==> config.mk <==
export PLATFORM = sky130hd
export DESIGN_NAME = bram_stream_reader
export DESIGN_NICKNAME = d
export VERILOG_FILES = /design/src/rtl/bram_stream_reader.sv
export SDC_FILE = /design/constraint.sdc
export NUM_CORES = 1
export LEC_CHECK = 0
export ABC_AREA = 0
export ABC_CLOCK_PERIOD_IN_PS = 2700
export CORE_MARGIN = 2
export CORE_UTILIZATION = 49
export DETAILED_ROUTE_END_ITERATION = 7
export PLACE_DENSITY = 0.79
export SYNTH_ARGS = -nofsm -noshare
export SYNTH_HDL_FRONTEND = slang
export SYNTH_SLANG_ARGS = --single-unit
export TNS_END_PERCENT = 5
==> constraint.sdc <==
create_clock -name clk -period 2.7 [get_ports clk]
set_clock_uncertainty 0.05 [all_clocks]
set_input_delay 0.405 -clock clk [delete_from_list [all_inputs] [get_ports clk]]
set_output_delay 0.405 -clock clk [all_outputs]
set_load 0.01 [all_outputs]
Fig. 1: clock distribution
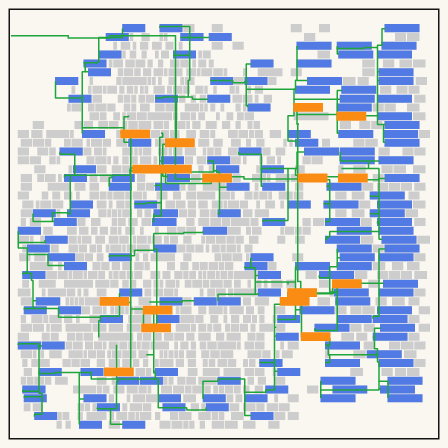
- clock drivers: orange (count 17)
- flip-flops: blue (count 157)
- clock wires: green (length 1,780 um)
- flops lie: spread over the die
- routed clock nets: 18
P_clk: 2.37 mW
Clk pwr share: 0.354

Fig. 2: I/O pins on the die edge
Pins as bars across the die edge, other pins in gray.
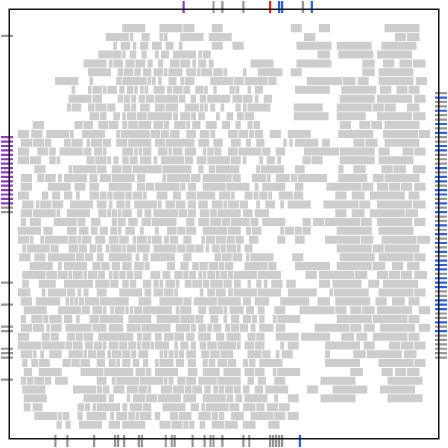
- `ram_rd_data`: blue (pins 32; direction input; edge 28 right, 3 top, 1 bottom)
- `length`: purple (pins 17; direction input; edge 16 left, 1 top)
- `m_ready`: red (pins 1; direction input; edge top)
port bufs: 120
die extent in x: 132 um
Die H: 132 um

Fig. 3: metal layers overlaid
Two of the layers only.
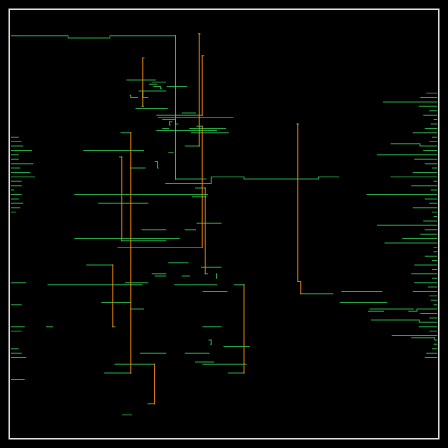
- metal 3: green (wire length 1,120 um)
- metal 4: orange (wire length 388 um)
WL/cell: 16.2 um
Total GRT Usage: 0.228
WL final: 19.8 mm

Fig. 4: placement by cell class
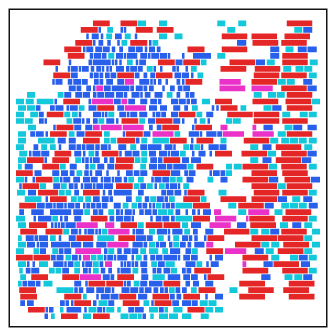
- combinational and other logic: blue (cells 567; share of their area 38%)
- clock drivers and dummy loads: magenta (cells 32; share of their area 5.5%)
- sequential cells: red (cells 157; share of their area 35%)
- remaining buffers and delay cells: cyan (cells 248; share of their area 21%)
Floorplan Core Area: 0.0159 sq mm
std cell rows: 46
Seq/total area: 0.344
final design utilization: 0.691

==> impl_metrics.ini <==
; physical design summary
[setup_path]
cp_common_cell = buf_6
rr_worst_depth = 11
reg2reg_slack_ns = -0.12
critPathMaxStageDelay_ns = 0.52
start_kind = register
path_class = reg -> out
worstSetupEndpointType = primary output
path_max_fanout = 5
worstSetupPathDepth = 8
cp_data_required_time_ns = 2.25

[routing]
antenna_left = 0
drtIter0Drc = 329
route.detailed.drc = 0

[synth]
top_area_frac = 0.239
area_leaders = edfxtp_1 (24%), dfxtp_1 (23%), xnor2_1 (5.6%)
yosys.area.top_type = edfxtp_1
ys_ff = 157
ff_type = dfxtp_1
synthCells = 768
top_logic_kind = simple AND/OR/NAND/NOR gates
synthAdderAreaFrac = 0.0352
ys_area_sq_mm = 0.00804
synthTopCellsByCount = nor2_1 (96), dfxtp_1 (93), edfxtp_1 (64), xnor2_1 (51), nand2_1 (44)
yosys_warnings = 0
fp_nets = 859
edf_count = 64
async_flop_share = 0
yosysSeqAreaShare = 0.471

[timing]
worst_slew_margin_rel = 0.617
fin_crit_sh = 1.16
finalSetupViolCount = 18
timing.fmax_mhz = 318
setup_ws_ns = -0.443
tns_ns = -6.45

[power]
leakagePower_nw = 4.46

[clocking]
path_clk_slew_ns = 0.06
cts_made_buffers = 17
clk_path_buf_depth = 2
cts_sinks = 157
clk_latency_ns = 0.42
hold_buffers = 0
htree_num_levels = 4

[placement]
place_area_sq_mm = 0.0102
gp_congestion = 0.900
dp.final_hpwl_mm = 14.3

[status]
outcome = complete, but fails checks
violations = setup timing

[global_routing]
grt_first_pass_wirelength_mm = 32.1
grt_start_max_net_pins = 35
antenna_found_initial = 0
grt_pass1_vias = 6452

[finish]
finalInstanceArea_sq_mm = 0.0110
fillers = 1206
largest_reg_flops = 64
final_nets = 1082
mi_logic_area_sq_mm = 0.00407
final_common_cell = buf_4

[hold_path]
hold_depth = 2

[run]
drv_cap = 0

[floorplanning]
initCoreUtil = 0.504
dieArea_sq_mm = 0.0174
io_pins = 121
where the power goes:
part / internal (mW) / switching, mW
clock network: 1.38 / 0.991
logic: 0.896 / 0.735
registers: 2.63 / 0.0686
total: 4.91 / 1.79
worst register-to-register path, stage by stage, from the launching register on:
cell	delay, ns
dfxtp_1	0.31
buf_4	0.14
buf_4	0.15
ha_1	0.20
buf_4	0.15
and2_1	0.15
o21ai_0	0.15
o311ai_0	0.15
a221oi_1	0.43
nand3_1	0.15
or4_2	0.58
a21oi_2	0.15
per-layer routing:
metal | wire length, um | global-route usage
met5 | 0 | 0
met4 | 387 | 0.0725
met3 | 1120 | 0.0419
met2 | 9500 | 0.382
met1 | 8760 | 0.300
stage by stage:
stage | util | power (mW) | setup slack [ns] | std cells | hold slack [ns]
after floorplan | - | 3.49 | -0.0267 | 768 | 0.379
after global placement | 0.641 | 4.23 | -0.438 | 1179 | 0.401
after detailed placement | 0.641 | 4.25 | -0.488 | 1179 | 0.404
after CTS | 0.687 | 6.71 | -0.466 | 1220 | 0.405
after global routing | 0.691 | 6.99 | -0.516 | 1220 | 0.436
final | 0.691 | 6.70 | -0.443 | 1220 | 0.412
what timing repair did:
action / in CTS / in global routing
gates resized: 108 / 18
endpoints found under the setup margin: 18 / 20
pin swaps: 15 / 8
buffers inserted: 9 / 0
endpoints found under the hold margin: 0 / 0
layout make-up:
| class | count | area share |
|---|---|---|
| well taps | 216 | 0.0245 |
| repair buffers | 248 | 0.203 |
| clock buffers | 17 | 0.0386 |
| multi-input cells | 553 | 0.369 |
| flip-flops and latches | 157 | 0.344 |
| inverters | 14 | 0.00500 |
| clock inverters | 15 | 0.0150 |
Power is estimated from default activity; no workload was simulated.
